$ cat config.mk
export PLATFORM = sky130hd
export DESIGN_NAME = readback_data_split
export DESIGN_NICKNAME = d
export VERILOG_FILES = /design/src/rtl/readback_data_split.sv
export SDC_FILE = /design/constraint.sdc
export NUM_CORES = 1
export LEC_CHECK = 0
export ABC_AREA = 1
export CORE_MARGIN = 2
export CORE_UTILIZATION = 35
export CTS_CLUSTER_SIZE = 10
export DETAILED_ROUTE_END_ITERATION = 8
export HOLD_SLACK_MARGIN = 0.02
export SYNTH_ARGS = -nofsm -noshare
export SYNTH_HDL_FRONTEND = slang
export SYNTH_SLANG_ARGS = --single-unit
export TNS_END_PERCENT = 1
$ cat constraint.sdc
create_clock -name clk_in -period 3.25 [get_ports clk_in]
set_input_delay 0.65 -clock clk_in [delete_from_list [all_inputs] [get_ports clk_in]]
set_output_delay 0.65 -clock clk_in [all_outputs]
set_load 0.02 [all_outputs]
$ cat src/rtl/readback_data_split.sv
// Splits one captured readback word into 16-bit slices presented one at a time.
// Software steps through the slices with rising edges on pulse; a fresh load always restarts at slice 0.
module readback_data_split #(
    parameter int DATA_WIDTH = 50,
    parameter int CNT_WIDTH  = 8
) (
    input  logic                  clk_in,
    input  logic                  rst,
    input  logic [DATA_WIDTH-1:0] data_in,
    input  logic                  load,
    input  logic                  pulse,
    output logic [15:0]           data_out,
    output logic [CNT_WIDTH-1:0]  word_idx,
    output logic                  valid,
    output logic                  done,
    output logic                  ovr
);

    localparam int NWORDS    = (DATA_WIDTH + 15) / 16;
    localparam int PAD_WIDTH = NWORDS * 16;

    typedef enum logic {IDLE, SEND} state_t;

    state_t                 state;
    logic [PAD_WIDTH-1:0]   shadow;
    logic [PAD_WIDTH-1:0]   padded;
    logic                   pulse_q;
    logic                   adv;
    logic                   last;
    logic [CNT_WIDTH-1:0]   next_idx;
    logic [15:0]            next_word;
    logic [15:0]            words [NWORDS];

    assign padded   = PAD_WIDTH'(data_in);
    assign adv      = pulse & ~pulse_q;
    assign last     = (word_idx == CNT_WIDTH'(NWORDS - 1));
    assign next_idx = word_idx + CNT_WIDTH'(1);

    generate
        for (genvar gi = 0; gi < NWORDS; gi++) begin : g_words
            assign words[gi] = shadow[16*gi +: 16];
        end
    endgenerate

    // Only consulted when the current slice is not the last one, so next_idx is always in range.
    always_comb begin
        next_word = '0;
        for (int k = 0; k < NWORDS; k++) begin
            if (next_idx == CNT_WIDTH'(k))
                next_word = words[k];
        end
    end

    always_ff @(posedge clk_in or posedge rst) begin
        if (rst) begin
            state    <= IDLE;
            shadow   <= '0;
            data_out <= '0;
            word_idx <= '0;
            valid    <= 1'b0;
            done     <= 1'b0;
            ovr      <= 1'b0;
            pulse_q  <= 1'b0;
        end else begin
            pulse_q <= pulse;
            done    <= 1'b0;
            if (load) begin
                // A load while slices are pending discards the advance and flags the overrun.
                shadow   <= padded;
                data_out <= padded[15:0];
                word_idx <= '0;
                valid    <= 1'b1;
                state    <= SEND;
                if (state == SEND)
                    ovr <= 1'b1;
            end else if (state == SEND && adv) begin
                if (last) begin
                    data_out <= '0;
                    word_idx <= '0;
                    valid    <= 1'b0;
                    done     <= 1'b1;
                    state    <= IDLE;
                end else begin
                    data_out <= next_word;
                    word_idx <= next_idx;
                end
            end
        end
    end

endmodule

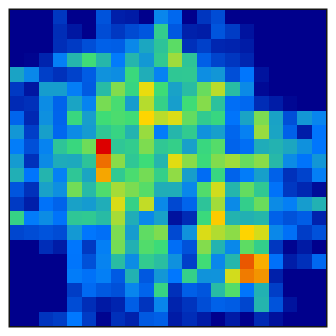
(images/route_heat.png)
22 x 22 tiles, from dark blue (low) to red (high), scaled to the fullest tile. Values are wire area over tile area, all layers added.
The mean over all tiles is 0.13. 18% of the tiles are nearly empty. The densest ninth of the die: center. The emptiest ninth of the die: upper right.
total vias in the final route: 3,380
global-route usage over all layers: 0.167
DRT Wirelength: 9.80 mm
routed wire length per instance: 13.5 um

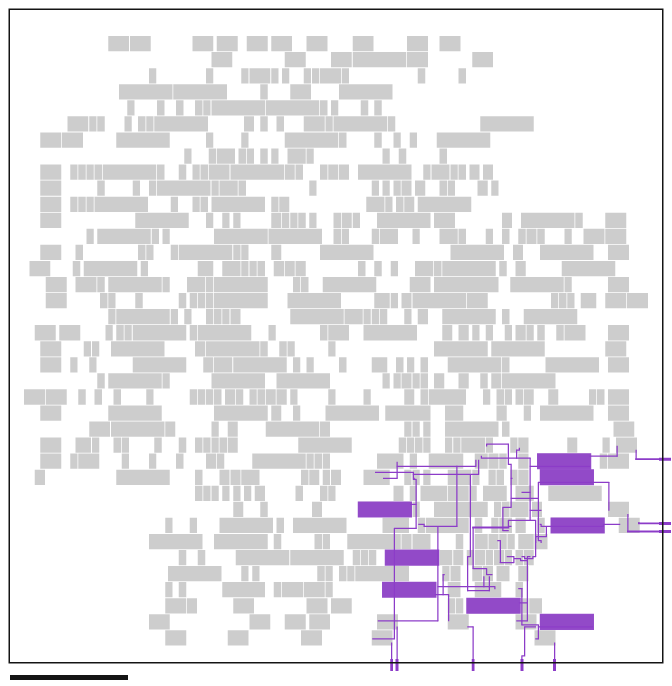
(images/port_trees.png)
Bar = 20 um.
Key: purple = `word_idx` [bits 8, direction output, edge 5 bottom, 3 right, end cells 8, buffers 8, wire 404 um]
Port Buf Inserts: 80
count of pins on the block boundary: 81

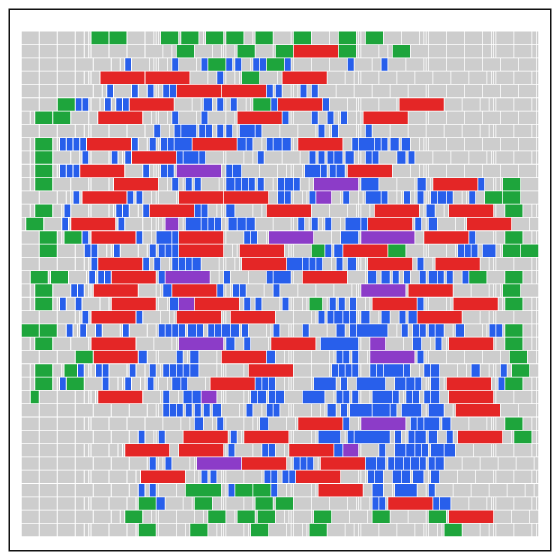
(images/class_map.png)
Fill, decap, tap and diode cells in gray.
Key: purple = clock drivers and dummy loads [cells 16]; blue = remaining logic cells [cells 410]; red = registers [cells 78]; green = remaining buffers and delay cells [cells 84]
fin area: 0.00515 sq mm
final core utilization: 0.471
area of the core: 0.0109 sq mm

==> summary.txt <==
Notes on the physical design

The timing report gives the clock slew at the launch and capture registers of the worst setup and hold paths as 0.06 ns. The data arrival time of the worst path is 2.78 ns. The area recorded from the Yosys report for this design is 0.00396 sq mm.

The sum of net half-perimeters after detailed placement is 6.85 mm. The number of synthesized flops with an enable pin is 0. The post-synthesis instance total is 511. The sequential fraction of the synthesis area is 0.492. For reference, the final report shows the hold violation count at 0. After synthesis, the mean cell area works out to 7.76 sq um.

Setup repair after global routing left no endpoint under its margin. The run finished with clean final reports. Among cell families on the critical path, the largest total delay comes from simple AND/OR/NAND/NOR gates. The top cell types in the final layout, fill and taps aside, are sky130_fd_sc_hd__nand2_1 (199), sky130_fd_sc_hd__clkdlybuf4s50_1 (79), sky130_fd_sc_hd__dfrtp_1 (78). The post-synthesis simple-gate area fraction is 0.318.

Per the OpenROAD floorplan log, the area of the die is 0.0122 sq mm. The number of filler instances in the final layout is 1,110. The number of clock buffers added by TritonCTS is 9. The report shows a maximum critical-path fanout of 22. The layout report lists the combined flip-flop and latch area as 0.00195 sq mm.

For the pin with the worst max-slew slack, the measured transition is 0.666 ns. The most frequent logic cell in the layout is sky130_fd_sc_hd__nand2_1. According to the floorplan report, the die width is 110 um. Yosys attributes the largest share of cell area to sky130_fd_sc_hd__dfrtp_1 (49%), sky130_fd_sc_hd__nand2_1 (19%), sky130_fd_sc_hd__inv_1 (4.7%). The cell internal power dissipation is 1.83 mW.

When the netlist entered floorplanning its net count stood at 570. Across the routed clock network, the largest skew measured is 0.00830 ns. The final layout reports a setup TNS of 0 ns. The post-cts repair resize count is 0. The XOR/XNOR share of the synthesized area is 0.00442. Counting both buffers and inverters, the worst setup path holds a total of 1. The adder and majority cell fraction of the synthesized area is 0.0158.

Between the synthesized netlist and the finished layout, the area growth was recorded as 29.8%. In the finished design, the share of the clock period the worst path needs comes to 0.785. The number of antenna violations at the first check in global routing is 0. The analysis attributes to net switching a power of 0.698 mW.

The clock network latency to the later pin of the worst-skew pair is 0.34 ns. The number of iterations in the first detailed-routing pass is 4. The detailed router finished its first iteration with 179 violations.

The worst path needs 2.55 ns of the cycle, external delays included. The buffer count from post-CTS setup fixing is 0. Counting cells, the worst reg-to-reg path comes to 9. The number of placed instances with taps included is 712. The worst setup path is launched from a register. The number of antenna-violating nets in the routed design is 0. The clock tree buffer depth is 2. The worst setup path is captured at a register. The clock group share of total power is 0.407.

The number of distinct standard cells referenced by the synthesized netlist is 32. The cell type with the highest aggregate area in the netlist is sky130_fd_sc_hd__dfrtp_1.
==> power groups by stage <==
| stage | sequential (mW) | clock, mW | combinational [mW] |
|---|---|---|---|
| after floorplan | 1.13 | 0 | 0.212 |
| after global placement | 1.12 | 0 | 0.395 |
| after detailed placement | 1.12 | 0 | 0.400 |
| after CTS | 1.10 | 1.04 | 0.403 |
| after global routing | 1.11 | 1.09 | 0.447 |
| final | 1.10 | 1.03 | 0.397 |
==> worst register-to-register path, cell delays in order (launching register included) <==
cell,delay [ns]
sky130_fd_sc_hd__dfrtp_1,0.51
sky130_fd_sc_hd__ha_1,0.32
sky130_fd_sc_hd__nand3_1,0.12
sky130_fd_sc_hd__xor2_1,0.21
sky130_fd_sc_hd__nor2_4,0.25
sky130_fd_sc_hd__nand3_2,0.29
sky130_fd_sc_hd__inv_2,0.44
sky130_fd_sc_hd__nor3_1,0.13
sky130_fd_sc_hd__o21ai_2,0.13
sky130_fd_sc_hd__nand2_1,0.05
==> cells in the mapped netlist (2+ instances only) <==
master / number
sky130_fd_sc_hd__a21oi_1: 4
sky130_fd_sc_hd__buf_4: 2
sky130_fd_sc_hd__buf_6: 6
sky130_fd_sc_hd__clkbuf_1: 14
sky130_fd_sc_hd__dfrtp_1: 78
sky130_fd_sc_hd__ha_1: 5
sky130_fd_sc_hd__inv_1: 50
sky130_fd_sc_hd__inv_2: 3
sky130_fd_sc_hd__nand2_1: 199
sky130_fd_sc_hd__nand2_2: 3
sky130_fd_sc_hd__nand3_1: 24
sky130_fd_sc_hd__nand4_1: 2
sky130_fd_sc_hd__nor2_1: 48
sky130_fd_sc_hd__nor2_2: 2
sky130_fd_sc_hd__nor2_4: 2
sky130_fd_sc_hd__nor3_1: 4
sky130_fd_sc_hd__nor3_2: 4
sky130_fd_sc_hd__o21ai_0: 34
sky130_fd_sc_hd__o21ai_1: 5
sky130_fd_sc_hd__o21ai_2: 10
==> area by class of cell <==
class                   count  area share
clock inverters             7      0.0158
flip-flops and latches     78       0.379
inverters                  53      0.0389
repair buffers             84       0.163
multi-input cells         357       0.325
clock buffers               9      0.0438
well taps                 140      0.0340
==> kinds of logic (layout without fill, tap and decap cells) <==
kind of cell | after synthesis | in the layout
compound gates | 56 | 56
xor+xnor | 2 | 2
fa+ha+maj | 5 | 5
buf+inv | 76 | 153
flops | 78 | 78
simple gates | 294 | 294
==> registers in the layout, indices dropped and copies added (netlist names) <==
register / flops
word_idx: 8
shadow: 50
state: 1
ovr: 1
pulse_q: 1
done: 1
data_out: 16
==> per-layer routing <==
| layer | wire length, um | global-route usage | vias to the layer above |
|---|---|---|---|
| met3 | 457 | 0.0285 | 13 |
| met4 | 159 | 0.0625 | 0 |
| met1 | 4820 | 0.238 | 1568 |
| li1 | - | - | 1715 |
| met2 | 4370 | 0.255 | 84 |
| met5 | 0 | 0 | - |
==> through the flow <==
stage | hold slack (ns) | power, mW
finish | 0.464 | 2.52
global route | 0.504 | 2.65
CTS | 0.469 | 2.54
detailed placement | 0.455 | 1.52
global placement | 0.437 | 1.51
floorplan | 0.442 | 1.34
Power figures rest on the tool's default switching activity, not on a simulated workload.
